$ cat src/rtl/spi_wb_xfer_ctrl_pkg.sv
// Register map and controller state encoding shared by the SPI Wishbone transfer controller.
// Register map: 0 SPCR, 1 SPSR, 2 SPDR, 3 SPER; SPIF is bit 7 of SPSR and is cleared by writing 1.
package spi_wb_pkg;

  localparam logic [2:0] ADR_SPCR = 3'd0;
  localparam logic [2:0] ADR_SPSR = 3'd1;
  localparam logic [2:0] ADR_SPDR = 3'd2;
  localparam logic [2:0] ADR_SPER = 3'd3;
  localparam int         SPIF_BIT = 7;
  localparam logic [7:0] SPIF_CLR = 8'h80;

  typedef enum logic [3:0] {
    ST_CFG_SPCR,
    ST_CFG_SPER,
    ST_IDLE,
    ST_WR_DR,
    ST_POLL_SR,
    ST_WAIT_IRQ,
    ST_RD_DR,
    ST_CLR_SF,
    ST_RESP
  } xfer_state_e;

endpackage

$ cat src/rtl/spi_wb_xfer_ctrl_if.sv
// Byte request/response handshake plus the Wishbone link to the SPI core.
// The master modport is the controller's view; the slave modport is the environment's view.
interface spi_wb_xfer_ctrl_if;

  logic       req_valid;
  logic       req_ready;
  logic [7:0] req_data;
  logic       rsp_valid;
  logic [7:0] rsp_data;
  logic       rsp_err;
  logic       wb_cyc_o;
  logic       wb_stb_o;
  logic [2:0] wb_adr_o;
  logic       wb_we_o;
  logic [7:0] wb_dat_o;
  logic [7:0] wb_dat_i;
  logic       wb_ack_i;
  logic       wb_inta_i;

  modport master (
    input  req_valid, req_data, wb_dat_i, wb_ack_i, wb_inta_i,
    output req_ready, rsp_valid, rsp_data, rsp_err,
    output wb_cyc_o, wb_stb_o, wb_adr_o, wb_we_o, wb_dat_o
  );

  modport slave (
    output req_valid, req_data, wb_dat_i, wb_ack_i, wb_inta_i,
    input  req_ready, rsp_valid, rsp_data, rsp_err,
    input  wb_cyc_o, wb_stb_o, wb_adr_o, wb_we_o, wb_dat_o
  );

endinterface

$ cat src/rtl/spi_wb_xfer_ctrl_wbm.sv
// Single-access Wishbone engine: launches one cycle after start, completes on ack, gives up after ACK_TIMEOUT strobe cycles.
// Bus outputs are registered; a completed or aborted access is always followed by at least one idle cycle.
module wb_single_master #(
  parameter int ACK_TIMEOUT = 16
) (
  input  logic       clk_i,
  input  logic       rst_i,
  input  logic       start_i,
  input  logic       we_i,
  input  logic [2:0] adr_i,
  input  logic [7:0] wdat_i,
  output logic       done_o,
  output logic       timeout_o,
  output logic [7:0] rdat_o,
  output logic       cyc_o,
  output logic       stb_o,
  output logic       we_o,
  output logic [2:0] adr_o,
  output logic [7:0] dat_o,
  input  logic [7:0] dat_i,
  input  logic       ack_i
);

  localparam int            CW       = $clog2(ACK_TIMEOUT + 1);
  localparam logic [CW-1:0] CNT_LAST = CW'(ACK_TIMEOUT - 1);

  logic          stb_q, stb_d;
  logic          we_q, we_d;
  logic [2:0]    adr_q, adr_d;
  logic [7:0]    dat_q, dat_d;
  logic [CW-1:0] ack_cnt_q, ack_cnt_d;

  assign done_o    = stb_q && ack_i;
  assign timeout_o = stb_q && !ack_i && (ack_cnt_q == CNT_LAST);
  assign rdat_o    = dat_i;
  assign cyc_o     = stb_q;
  assign stb_o     = stb_q;
  assign we_o      = we_q;
  assign adr_o     = adr_q;
  assign dat_o     = dat_q;

  always_comb begin
    stb_d     = stb_q;
    we_d      = we_q;
    adr_d     = adr_q;
    dat_d     = dat_q;
    ack_cnt_d = ack_cnt_q;
    // A launch is only possible while stb is low, which guarantees the idle gap after each access.
    if (!stb_q) begin
      if (start_i) begin
        stb_d     = 1'b1;
        we_d      = we_i;
        adr_d     = adr_i;
        dat_d     = we_i ? wdat_i : 8'h00;
        ack_cnt_d = '0;
      end
    end else if (done_o || timeout_o) begin
      stb_d     = 1'b0;
      we_d      = 1'b0;
      adr_d     = 3'd0;
      dat_d     = 8'h00;
      ack_cnt_d = '0;
    end else begin
      ack_cnt_d = ack_cnt_q + CW'(1);
    end
  end

  always_ff @(posedge clk_i or posedge rst_i) begin
    if (rst_i) begin
      stb_q     <= 1'b0;
      we_q      <= 1'b0;
      adr_q     <= 3'd0;
      dat_q     <= 8'h00;
      ack_cnt_q <= '0;
    end else begin
      stb_q     <= stb_d;
      we_q      <= we_d;
      adr_q     <= adr_d;
      dat_q     <= dat_d;
      ack_cnt_q <= ack_cnt_d;
    end
  end

endmodule

$ cat src/rtl/spi_wb_xfer_ctrl.sv
// Sequences the SPI core registers: one-time config, then per byte write SPDR, wait for SPIF, read SPDR, clear SPIF.
// req_ready only in IDLE; a zero-wait slave with SPIF on the first poll gives rsp_valid 9 cycles after accept.
module spi_wb_xfer_ctrl
  import spi_wb_pkg::*;
#(
  parameter logic [7:0] SPCR_VAL    = 8'h50,
  parameter logic [7:0] SPER_VAL    = 8'h00,
  parameter bit         USE_IRQ     = 1'b0,
  parameter int         ACK_TIMEOUT = 16,
  parameter int         POLL_MAX    = 1024
) (
  input logic               clk_i,
  input logic               rst_i,
  spi_wb_xfer_ctrl_if.master bus
);

  localparam int            PW       = $clog2(POLL_MAX + 1);
  localparam logic [PW-1:0] POLL_LIM = PW'(POLL_MAX);

  xfer_state_e   state_q, state_d;
  logic          cfg_done_q, cfg_done_d;
  logic [7:0]    req_byte_q, req_byte_d;
  logic [7:0]    rx_q, rx_d;
  logic [7:0]    rsp_data_q, rsp_data_d;
  logic          err_q, err_d;
  logic [PW-1:0] poll_cnt_q, poll_cnt_d;
  logic [PW-1:0] poll_inc;

  logic       start, we, abort;
  logic [2:0] adr;
  logic [7:0] wdat;
  logic       done, timeout;
  logic [7:0] rdat;

  wb_single_master #(.ACK_TIMEOUT(ACK_TIMEOUT)) u_wbm (
    .clk_i    (clk_i),
    .rst_i    (rst_i),
    .start_i  (start),
    .we_i     (we),
    .adr_i    (adr),
    .wdat_i   (wdat),
    .done_o   (done),
    .timeout_o(timeout),
    .rdat_o   (rdat),
    .cyc_o    (bus.wb_cyc_o),
    .stb_o    (bus.wb_stb_o),
    .we_o     (bus.wb_we_o),
    .adr_o    (bus.wb_adr_o),
    .dat_o    (bus.wb_dat_o),
    .dat_i    (bus.wb_dat_i),
    .ack_i    (bus.wb_ack_i)
  );

  assign poll_inc      = poll_cnt_q + PW'(1);
  assign bus.req_ready = (state_q == ST_IDLE) && cfg_done_q;
  assign bus.rsp_valid = (state_q == ST_RESP);
  assign bus.rsp_err   = (state_q == ST_RESP) && err_q;
  assign bus.rsp_data  = rsp_data_q;

  always_comb begin
    state_d    = state_q;
    cfg_done_d = cfg_done_q;
    req_byte_d = req_byte_q;
    rx_d       = rx_q;
    rsp_data_d = rsp_data_q;
    err_d      = err_q;
    poll_cnt_d = poll_cnt_q;
    start      = 1'b0;
    we         = 1'b0;
    adr        = ADR_SPCR;
    wdat       = 8'h00;
    abort      = 1'b0;

    case (state_q)
      ST_CFG_SPCR: begin
        start = 1'b1;
        we    = 1'b1;
        adr   = ADR_SPCR;
        wdat  = SPCR_VAL;
        if (done) state_d = ST_CFG_SPER;
      end
      ST_CFG_SPER: begin
        start = 1'b1;
        we    = 1'b1;
        adr   = ADR_SPER;
        wdat  = SPER_VAL;
        if (done) begin
          cfg_done_d = 1'b1;
          state_d    = ST_IDLE;
        end else if (timeout) begin
          state_d = ST_CFG_SPCR;
        end
      end
      ST_IDLE: begin
        if (bus.req_valid && cfg_done_q) begin
          req_byte_d = bus.req_data;
          poll_cnt_d = '0;
          state_d    = ST_WR_DR;
        end
      end
      ST_WR_DR: begin
        start = 1'b1;
        we    = 1'b1;
        adr   = ADR_SPDR;
        wdat  = req_byte_q;
        if (done)         state_d = USE_IRQ ? ST_WAIT_IRQ : ST_POLL_SR;
        else if (timeout) abort   = 1'b1;
      end
      ST_POLL_SR: begin
        start = 1'b1;
        adr   = ADR_SPSR;
        if (done) begin
          poll_cnt_d = poll_inc;
          if (rdat[SPIF_BIT])          state_d = ST_RD_DR;
          else if (poll_inc == POLL_LIM) abort  = 1'b1;
        end else if (timeout) begin
          abort = 1'b1;
        end
      end
      ST_WAIT_IRQ: begin
        if (bus.wb_inta_i) begin
          state_d = ST_RD_DR;
        end else begin
          poll_cnt_d = poll_inc;
          if (poll_inc == POLL_LIM) abort = 1'b1;
        end
      end
      ST_RD_DR: begin
        start = 1'b1;
        adr   = ADR_SPDR;
        if (done) begin
          rx_d    = rdat;
          state_d = ST_CLR_SF;
        end else if (timeout) begin
          abort = 1'b1;
        end
      end
      ST_CLR_SF: begin
        start = 1'b1;
        we    = 1'b1;
        adr   = ADR_SPSR;
        wdat  = SPIF_CLR;
        if (done) begin
          // rsp_data only changes on entry to RESP so it holds between responses.
          rsp_data_d = rx_q;
          err_d      = 1'b0;
          state_d    = ST_RESP;
        end else if (timeout) begin
          abort = 1'b1;
        end
      end
      ST_RESP:  state_d = ST_IDLE;
      default:  state_d = ST_CFG_SPCR;
    endcase

    if (abort) begin
      rsp_data_d = 8'h00;
      err_d      = 1'b1;
      state_d    = ST_RESP;
    end
  end

  always_ff @(posedge clk_i or posedge rst_i) begin
    if (rst_i) begin
      state_q    <= ST_CFG_SPCR;
      cfg_done_q <= 1'b0;
      req_byte_q <= 8'h00;
      rx_q       <= 8'h00;
      rsp_data_q <= 8'h00;
      err_q      <= 1'b0;
      poll_cnt_q <= '0;
    end else begin
      state_q    <= state_d;
      cfg_done_q <= cfg_done_d;
      req_byte_q <= req_byte_d;
      rx_q       <= rx_d;
      rsp_data_q <= rsp_data_d;
      err_q      <= err_d;
      poll_cnt_q <= poll_cnt_d;
    end
  end

endmodule
$ cat src/flat_wrapper.sv
// flat-port wrapper written by rule: the top's interface ports become plain ports
module spi_wb_xfer_ctrl_flat import spi_wb_pkg::*;
#(
  parameter logic [7:0] SPCR_VAL    = 8'h50,
  parameter logic [7:0] SPER_VAL    = 8'h00,
  parameter bit         USE_IRQ     = 1'b0,
  parameter int         ACK_TIMEOUT = 16,
  parameter int         POLL_MAX    = 1024
)
  (clk_i, rst_i, bus_req_valid, bus_req_data, bus_wb_dat_i, bus_wb_ack_i, bus_wb_inta_i, bus_req_ready, bus_rsp_valid, bus_rsp_data, bus_rsp_err, bus_wb_cyc_o, bus_wb_stb_o, bus_wb_adr_o, bus_wb_we_o, bus_wb_dat_o);
  spi_wb_xfer_ctrl_if bus_i ();
  input logic clk_i;
  input logic rst_i;
  input wire logic [$bits(bus_i.req_valid)-1:0] bus_req_valid;
  input wire logic [$bits(bus_i.req_data)-1:0] bus_req_data;
  input wire logic [$bits(bus_i.wb_dat_i)-1:0] bus_wb_dat_i;
  input wire logic [$bits(bus_i.wb_ack_i)-1:0] bus_wb_ack_i;
  input wire logic [$bits(bus_i.wb_inta_i)-1:0] bus_wb_inta_i;
  output wire logic [$bits(bus_i.req_ready)-1:0] bus_req_ready;
  output wire logic [$bits(bus_i.rsp_valid)-1:0] bus_rsp_valid;
  output wire logic [$bits(bus_i.rsp_data)-1:0] bus_rsp_data;
  output wire logic [$bits(bus_i.rsp_err)-1:0] bus_rsp_err;
  output wire logic [$bits(bus_i.wb_cyc_o)-1:0] bus_wb_cyc_o;
  output wire logic [$bits(bus_i.wb_stb_o)-1:0] bus_wb_stb_o;
  output wire logic [$bits(bus_i.wb_adr_o)-1:0] bus_wb_adr_o;
  output wire logic [$bits(bus_i.wb_we_o)-1:0] bus_wb_we_o;
  output wire logic [$bits(bus_i.wb_dat_o)-1:0] bus_wb_dat_o;
  assign bus_i.req_valid = bus_req_valid;
  assign bus_i.req_data = bus_req_data;
  assign bus_i.wb_dat_i = bus_wb_dat_i;
  assign bus_i.wb_ack_i = bus_wb_ack_i;
  assign bus_i.wb_inta_i = bus_wb_inta_i;
  assign bus_req_ready = bus_i.req_ready;
  assign bus_rsp_valid = bus_i.rsp_valid;
  assign bus_rsp_data = bus_i.rsp_data;
  assign bus_rsp_err = bus_i.rsp_err;
  assign bus_wb_cyc_o = bus_i.wb_cyc_o;
  assign bus_wb_stb_o = bus_i.wb_stb_o;
  assign bus_wb_adr_o = bus_i.wb_adr_o;
  assign bus_wb_we_o = bus_i.wb_we_o;
  assign bus_wb_dat_o = bus_i.wb_dat_o;
  spi_wb_xfer_ctrl #(.SPCR_VAL(SPCR_VAL), .SPER_VAL(SPER_VAL), .USE_IRQ(USE_IRQ), .ACK_TIMEOUT(ACK_TIMEOUT), .POLL_MAX(POLL_MAX)) u_core (.clk_i(clk_i), .rst_i(rst_i), .bus(bus_i));
endmodule
$ cat config.mk
export PLATFORM = sky130hd
export DESIGN_NAME = spi_wb_xfer_ctrl_flat
export DESIGN_NICKNAME = d
export VERILOG_FILES = /design/src/rtl/spi_wb_xfer_ctrl_pkg.sv /design/src/rtl/spi_wb_xfer_ctrl_if.sv /design/src/rtl/spi_wb_xfer_ctrl_wbm.sv /design/src/rtl/spi_wb_xfer_ctrl.sv /design/src/flat_wrapper.sv
export SDC_FILE = /design/constraint.sdc
export NUM_CORES = 1
export LEC_CHECK = 0
export ABC_CLOCK_PERIOD_IN_PS = 2800
export CORE_MARGIN = 4
export CORE_UTILIZATION = 35
export CTS_BUF_LIST = sky130_fd_sc_hd__clkbuf_4 sky130_fd_sc_hd__clkbuf_8 sky130_fd_sc_hd__clkbuf_16
export CTS_CLUSTER_SIZE = 12
export DETAILED_ROUTE_END_ITERATION = 6
export PLACE_DENSITY = 0.6
export REMOVE_ABC_BUFFERS = 1
export SLEW_MARGIN = 20
export SYNTH_ARGS = -nofsm -noshare
export SYNTH_HDL_FRONTEND = slang
export SYNTH_HIERARCHICAL = 1
export SYNTH_SLANG_ARGS = --single-unit
$ cat constraint.sdc
create_clock -name clk_i -period 2.8 [get_ports clk_i]
set_input_delay 0.56 -clock clk_i [delete_from_list [all_inputs] [get_ports clk_i]]
set_output_delay 0.56 -clock clk_i [all_outputs]
set_load 0.03 [all_outputs]
Figure 1. Drive-strength map (run 1).
Drawn at 4 px/um.
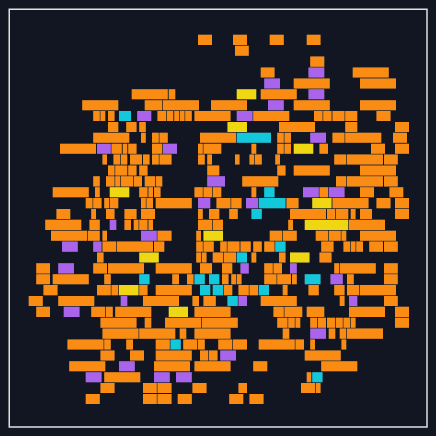
Key: purple = x2 [cells 32]; yellow = x6 and larger [cells 11]; cyan = x3 and x4 [cells 17]; orange = x1 and smaller [cells 297]

Figure 2. Cell classes on the final placement (run 1).
Drawn at 4 px/um.
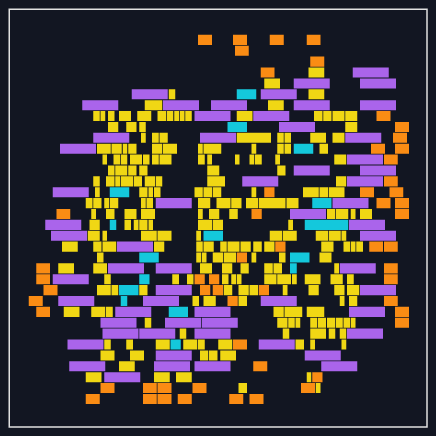
Key: orange = remaining buffers and delay cells [cells 56]; purple = registers [cells 59]; yellow = remaining logic cells [cells 226]; cyan = clock drivers and dummy loads [cells 16]
fin util: 44.20%
core area: 8848 um^2
Seq/total area: 37.75%

Figure 3. Metal 3 (run 1).
Drawn at 3 px/um.
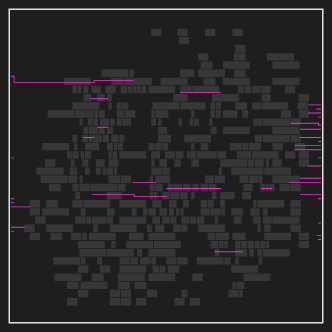
The longest straight run is 26.7 um. The layer holds 3.3% of the routed length.
met3 GRT Util: 3.786%
detailed-route via count: 2446
wirelength, routed: 6947 um

[run 1: sequential cells by signal, summed over array words and instances, names as in the netlist]
name	cells
u_core/u_wbm/we_o	1
u_core/poll_cnt_q	11
u_core/rx_q	8
u_core/u_wbm/cyc_o	1
u_core/state_q	4
u_core/cfg_done_q	1
u_core/u_wbm/dat_o	8
u_core/err_q	1
u_core/bus.rsp_data	8
u_core/u_wbm/adr_o	3
u_core/req_byte_q	8
u_core/u_wbm/ack_cnt_q	5
[run 1: worst reg2reg max path, stage by stage, from the launching register on]
cell and delay, ns:
dfrtp_1 0.42, ha_1 0.24, and3_1 0.19, ha_1 0.22, and3b_1 0.19, or2_2 0.27
a211oi_1 0.31, a21oi_1 0.15, a221oi_1 0.29, nor3_1 0.07
[run 1: logic make-up after synthesis]
family | Yosys count | share of synthesized area (%)
adders and majority gates | 4 | 1.550
other | 1 | 0.1162
AOI/OAI and AO/OA | 67 | 14.34
xor gates and xnor gates | 4 | 1.085
buffers and inverters | 33 | 6.007
DFF | 59 | 45.74
muxes | 28 | 9.302
and+or+nand+nor | 119 | 21.86
[run 1: report_power, final]
group / switching (W) / internal [W] / total, W
registers: 0.000211 / 0.00114 / 0.00135
logic: 0.000950 / 0.000781 / 0.00173
clock network: 0.000329 / 0.000440 / 0.000769
[run 1: cell usage in the layout (no fill, tap or decap), types with 4 or more instances in the layout]
master and n:
a21oi_1 8, a22o_1 8, and3_1 8, buf_4 11, clkbuf_8 10, clkdlybuf4s50_1 45, dfrtp_1 59, ha_1 4
mux2_2 16, mux2i_1 12, nand2_1 20, nand2b_1 5, nand3_1 6, nor2_1 19, nor2b_1 8, nor3_1 15
o21ai_0 17, o21ai_1 4, o31ai_1 4, xnor2_1 4
[run 1: metal layers]
| layer | track usage, % | vias to the layer above | part of all wire [%] | routed length, um |
|---|---|---|---|---|
| met4 | 4.274 | 0 | 0.49 | 34 |
| met5 | 0 | - | 0 | 0 |
| met2 | 21.17 | 45 | 49 | 3383 |
| li1 | - | 1211 | - | - |
| met1 | 17.04 | 1188 | 48 | 3301 |
| met3 | 3.786 | 2 | 3.3 | 228 |
[run 1: metrics by stage]
step	total power, W	util (%)	std cells
CTS	0.003906	44.20	465
detailed placement	0.003110	41.97	449
floorplan	0.002477	-	285
finish	0.003848	44.20	465
global placement	0.003078	41.97	449
global route	0.004129	44.20	465
[run 1: layout make-up]
cell class / instances / area, um^2 / area share (%)
multi-input combinational: 223 / 1558 / 39.83
sequential: 59 / 1476 / 37.75
timing repair buffer: 56 / 533.0 / 13.63
clock buffer: 11 / 145.1 / 3.711
tap: 108 / 135.1 / 3.455
clock inverter: 5 / 52.55 / 1.344
inverter: 3 / 11.26 / 0.2879
==> impl_metrics.csv, run 1 <==
group,metric,value,unit
yosys,edf_count,0,
worst_setup_path,crit_end,"bus_rsp_err",
clock_network,clk_latency,0.33,ns
detailed_routing,drc,0,
finish,finalInstanceArea,3911,um^2
clock_network,cts.htree.levels,3,
detailed_routing,final_antenna_net_count,0,
final_timing,setup_slack,0.1304,ns
global_route,grt_max_degree,42,
yosys,ys_area,3228,um^2
worst_setup_path,critPathBufInv,1,
die,fp-utilization,36.48,%
worst_setup_path,path_cells,"nor4b_1 -> and2_1 -> clkdlybuf4s50_1",
final_timing,finalSetupViolCount,0,
clock_network,clk_pin_slew,0.07,ns
global_route,antenna_found_initial,0,
yosys,most_common_cell,"dfrtp_1",
global_route,grt_pass1_wl,11750,um
pwr,leakage,1.683,nW
place,placed_area,3714,um^2
final_timing,tns,0,ns
worst_setup_path,crit_type,"reg2out",
die,die_h,104.0,um
pwr,peakVddDrop,0.3537,mV
detailed_routing,drt_iter0_markers,116,
final_timing,slew_headroom,56.04,%
final_timing,drv_slew,0,
die,num_rows,34,
status,status,"complete, no violations",
global_route,grt_overflow,0,
yosys,async_flop_share,100.0,%
worst_setup_path,critical_path.startpoint_type,"register",
detailed_routing,wl_per_cell,14.94,um
==> inputs of run 2 (changes only) <==
- CTS_CLUSTER_DIAMETER: not set -> 100
- SKIP_LAST_GASP: not set -> 1
Figure 4. Drive-strength map (run 2).
Drawn at 4 px/um.
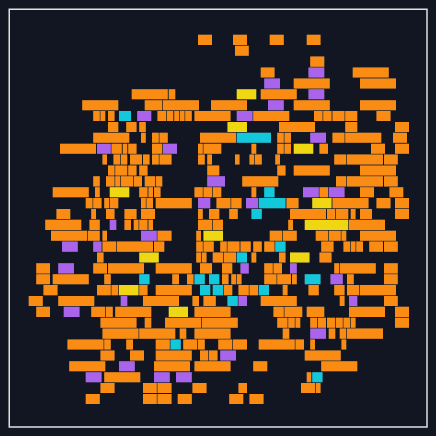
Key: orange = x1 and smaller [cells 297]; yellow = x6 and larger [cells 11]; cyan = x3 and x4 [cells 17]; purple = x2 [cells 32]

==> run 2 against run 1 <==
Net effect: cell count is the same; register-to-register slack is essentially flat; clock power is essentially flat; cell area is the same; via count is the same; area after synthesis is the same; sequential power is essentially flat; maximum frequency is the same; clock-buffer cell count is the same; synthesized cell count is the same; non-clock buffer count is the same; worst setup slack is the same; largest cell class unchanged; highest routed layer unchanged.
==> impl_metrics.csv, run 2 <==
group,metric,value,unit
die,die_h,104.0,um
yosys,edf_count,0,
final_timing,tightest_slew,0.6587,ns
detailed_routing,wl_per_cell,14.94,um
clock_network,cts_sinks,59,
pwr,p_total,0.003848,W
final_timing,slew_headroom,56.04,%
yosys,async_flop_share,100.0,%
yosys,ys_area,3228,um^2
global_route,grt_max_degree,42,
final_timing,period_minus_slack,2.670,ns
clock_network,cts.htree.levels,3,
detailed_routing,wl,6947,um
detailed_routing,drc,0,
finish,seq_area,1476,um^2
yosys,most_common_cell,"dfrtp_1",
global_route,grt_pass1_wl,11750,um
detailed_routing,final_antenna_net_count,0,
die,fp-utilization,36.48,%
die,core,8848,um^2
finish,fin_util,44.20,%
worst_setup_path,critical_path.startpoint_type,"register",
finish,comb_area,1558,um^2
pwr,peakVddDrop,0.3537,mV
clock_network,clk_latency,0.33,ns
finish,final_cell_mix,"dfrtp_1, clkdlybuf4s50_1, nand2_1",
finish,largest_reg_flops,11,
pwr,leakage,1.683,nW
global_route,antenna_found_initial,0,
clock_network,clk_pin_slew,0.07,ns
detailed_routing,vias,2446,
final_timing,tns,0,ns
finish,final_common_cell,"dfrtp_1",
final_timing,drv_slew,0,
yosys,synth_flops,59,
yosys,ys_cells,315,
finish,nets,377,
final_timing,setup_slack,0.1304,ns
status,status,"complete, no violations",
die,num_rows,34,
finish,largest-register,"u_core/poll_cnt_q",
worst_setup_path,crit_type,"reg2out",
final_timing,finalSetupViolCount,0,
run 2: cell counts after synthesis:
No cell type changed its count.
run 2: kinds of logic (layout without fill, tap and decap cells):
kind of cell / after synthesis / in the layout / synth area share (%)
multiplexers: 28 / 28 / 9.302
other: 1 / 1 / 0.1162
AND/OR/NAND/NOR: 119 / 119 / 21.86
flip-flops: 59 / 59 / 45.74
buffers and inverters: 33 / 75 / 6.007
XOR/XNOR: 4 / 4 / 1.085
adder cells (fa/ha/maj): 4 / 4 / 1.550
AND-OR/OR-AND: 67 / 67 / 14.34
run 2: critical path, stage by stage, from the launching register on:
cell	delay, ns
dfrtp_1	0.44
nor4b_1	0.49
and2_1	0.19
clkdlybuf4s50_1	0.66
run 2: final timing paths:
check	start	to
worst max-delay path	u_core/state_q[0]	bus_rsp_err
max in group asynchronous	rst_i	u_core/u_wbm/adr_o[0]
min in group asynchronous	rst_i	u_core/u_wbm/ack_cnt_q[2]
worst min-delay path	u_core/u_wbm/we_o	u_core/u_wbm/we_o
worst max register to register	u_core/u_wbm/ack_cnt_q[0]	u_core/state_q[1]
worst min register to register	u_core/u_wbm/we_o	u_core/u_wbm/we_o
run 2: report_power, final:
part	total, W	switching, W	internal, W
logic	0.00173	0.000950	0.000781
registers	0.00135	0.000211	0.00114
clock network	0.000769	0.000329	0.000440
run 2: cell type report:
class / instances / share of cell area [%]
multi-input cells: 223 / 39.83
flip-flops and latches: 59 / 37.75
repair buffers: 56 / 13.63
clock buffers: 11 / 3.711
well taps: 108 / 3.455
clock inverters: 5 / 1.344
inverters: 3 / 0.2879
run 2: metal layers:
layer / share of wire (%) / wire, um / track usage, %
met2: 49 / 3383 / 21.17
met4: 0.49 / 34 / 4.274
met1: 48 / 3301 / 17.04
met5: 0 / 0 / 0
met3: 3.3 / 228 / 3.786
run 2: per-stage QoR:
step	cell area (um^2)	cells
after floorplan	3045	285
after global placement	3714	449
after detailed placement	3714	449
after CTS	3911	465
after global routing	3911	465
final	3911	465
==> inputs of run 3 (changes only) <==
- MAX_ROUTING_LAYER: not set -> met4
Figure 5. Sequential cells colored by netlist name (run 3).
Drawn at 4 px/um. Other sequential cells in the stronger gray, the rest of the logic in the fainter gray.
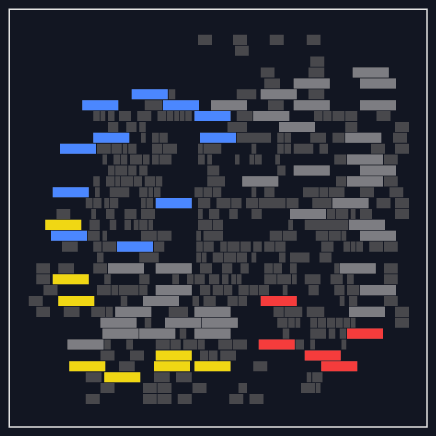
Key: red = u_core/u_wbm/ack_cnt_q [flops 5, where south-east]; blue = u_core/poll_cnt_q [flops 11]; yellow = u_core/rx_q [flops 8, where south-west]
Another 35 sequential cells are not colored.
register area: 1476 um^2
Seq group: 0.00135 W

==> run 3 against run 2 <==
Net effect: cell area unchanged; wire length up 0.12%; total power about the same; cell count unchanged; maximum frequency about the same; clock skew about the same; largest power group unchanged; area after synthesis unchanged; synthesized cell count unchanged; sequential power about the same; flip-flop count unchanged.
==> impl_metrics.csv, run 3 <==
group,metric,value,unit
status,status,"complete, no violations",
die,die_h,104.0,um
final_timing,drv_slew,0,
finish,largest-register,"u_core/poll_cnt_q",
pwr,leakage,1.683,nW
detailed_routing,final_antenna_net_count,0,
global_route,grt_use_met2,21.17,%
yosys,ys_area,3228,um^2
finish,final_cell_mix,"dfrtp_1, clkdlybuf4s50_1, nand2_1",
final_timing,tns,0,ns
final_timing,finalSetupViolCount,0,
global_route,met1_usage,17.08,%
global_route,grt_pass1_wl,11750,um
finish,largest_reg_flops,11,
detailed_routing,vias,2476,
finish,nets,377,
yosys,synth_flops,59,
final_timing,period_minus_slack,2.667,ns
global_route,grt_max_degree,42,
final_timing,slew_headroom,56.04,%
worst_setup_path,crit_slowest_cell,"clkdlybuf4s50_1",
pwr,peakVddDrop,0.3541,mV
yosys,ys_cells,315,
finish,instances_no_fill,465,
worst_setup_path,max_stage_delay,0.66,ns
-- run 3: cell families after synthesis --
family,after synthesis,synth area share [%]
and+or+nand+nor,119,21.86
AOI/OAI and AO/OA,67,14.34
DFF,59,45.74
buffers and inverters,33,6.007
muxes,28,9.302
adders and majority gates,4,1.550
xor gates and xnor gates,4,1.085
other,1,0.1162
-- run 3: path summary, 6_finish.rpt --
| kind | startpoint | to | depth (start not counted) |
|---|---|---|---|
| setup / recovery | u_core/state_q[0] | bus_rsp_err | 3 |
| setup reg to reg | u_core/u_wbm/ack_cnt_q[0] | u_core/state_q[1] | 9 |
| max in group asynchronous | rst_i | u_core/u_wbm/adr_o[0] | 2 |
| hold / removal | u_core/u_wbm/we_o | u_core/u_wbm/we_o | 1 |
| hold reg to reg | u_core/u_wbm/we_o | u_core/u_wbm/we_o | 1 |
| min in group asynchronous | rst_i | u_core/u_wbm/ack_cnt_q[2] | 2 |
-- run 3: worst max-delay path, delay by kind of cell (launching register included) --
family	cells	cell delay, ns
flip-flops	1	0.44
AND/OR/NAND/NOR	2	0.68
buffers and inverters	1	0.66
-- run 3: cell type report --
cell class / count / area [um^2] / area share (%)
clock inverters: 5 / 52.55 / 1.344
clock buffers: 11 / 145.1 / 3.711
well taps: 108 / 135.1 / 3.455
repair buffers: 56 / 533.0 / 13.63
inverters: 3 / 11.26 / 0.2879
flip-flops and latches: 59 / 1476 / 37.75
multi-input cells: 223 / 1558 / 39.83
-- run 3: metrics by stage --
stage	setup WS, ns	utilization, %	cell area [um^2]	hold WS, ns
floorplan	0.08581	-	3045	0.4705
global placement	0.2575	41.97	3714	0.4599
detailed placement	0.2030	41.97	3714	0.4698
CTS	0.07590	44.20	3911	0.4864
global route	0.05582	44.20	3911	0.5082
finish	0.1325	44.20	3911	0.4864
-- run 3: report_power, final --
part	switching, W	leakage [nW]	internal, W
Combinational	0.000951	0.809	0.000781
Sequential	0.000210	0.772	0.00114
Clock	0.000329	0.103	0.000440
-- run 3: metal layers --
layer | up-vias | share of wire, %
met5 | - | 0
met4 | 0 | 0.49
met3 | 2 | 3.7
met2 | 58 | 49
met1 | 1204 | 47
li1 | 1212 | -
Power figures rest on the tool's default switching activity, not on a simulated workload.
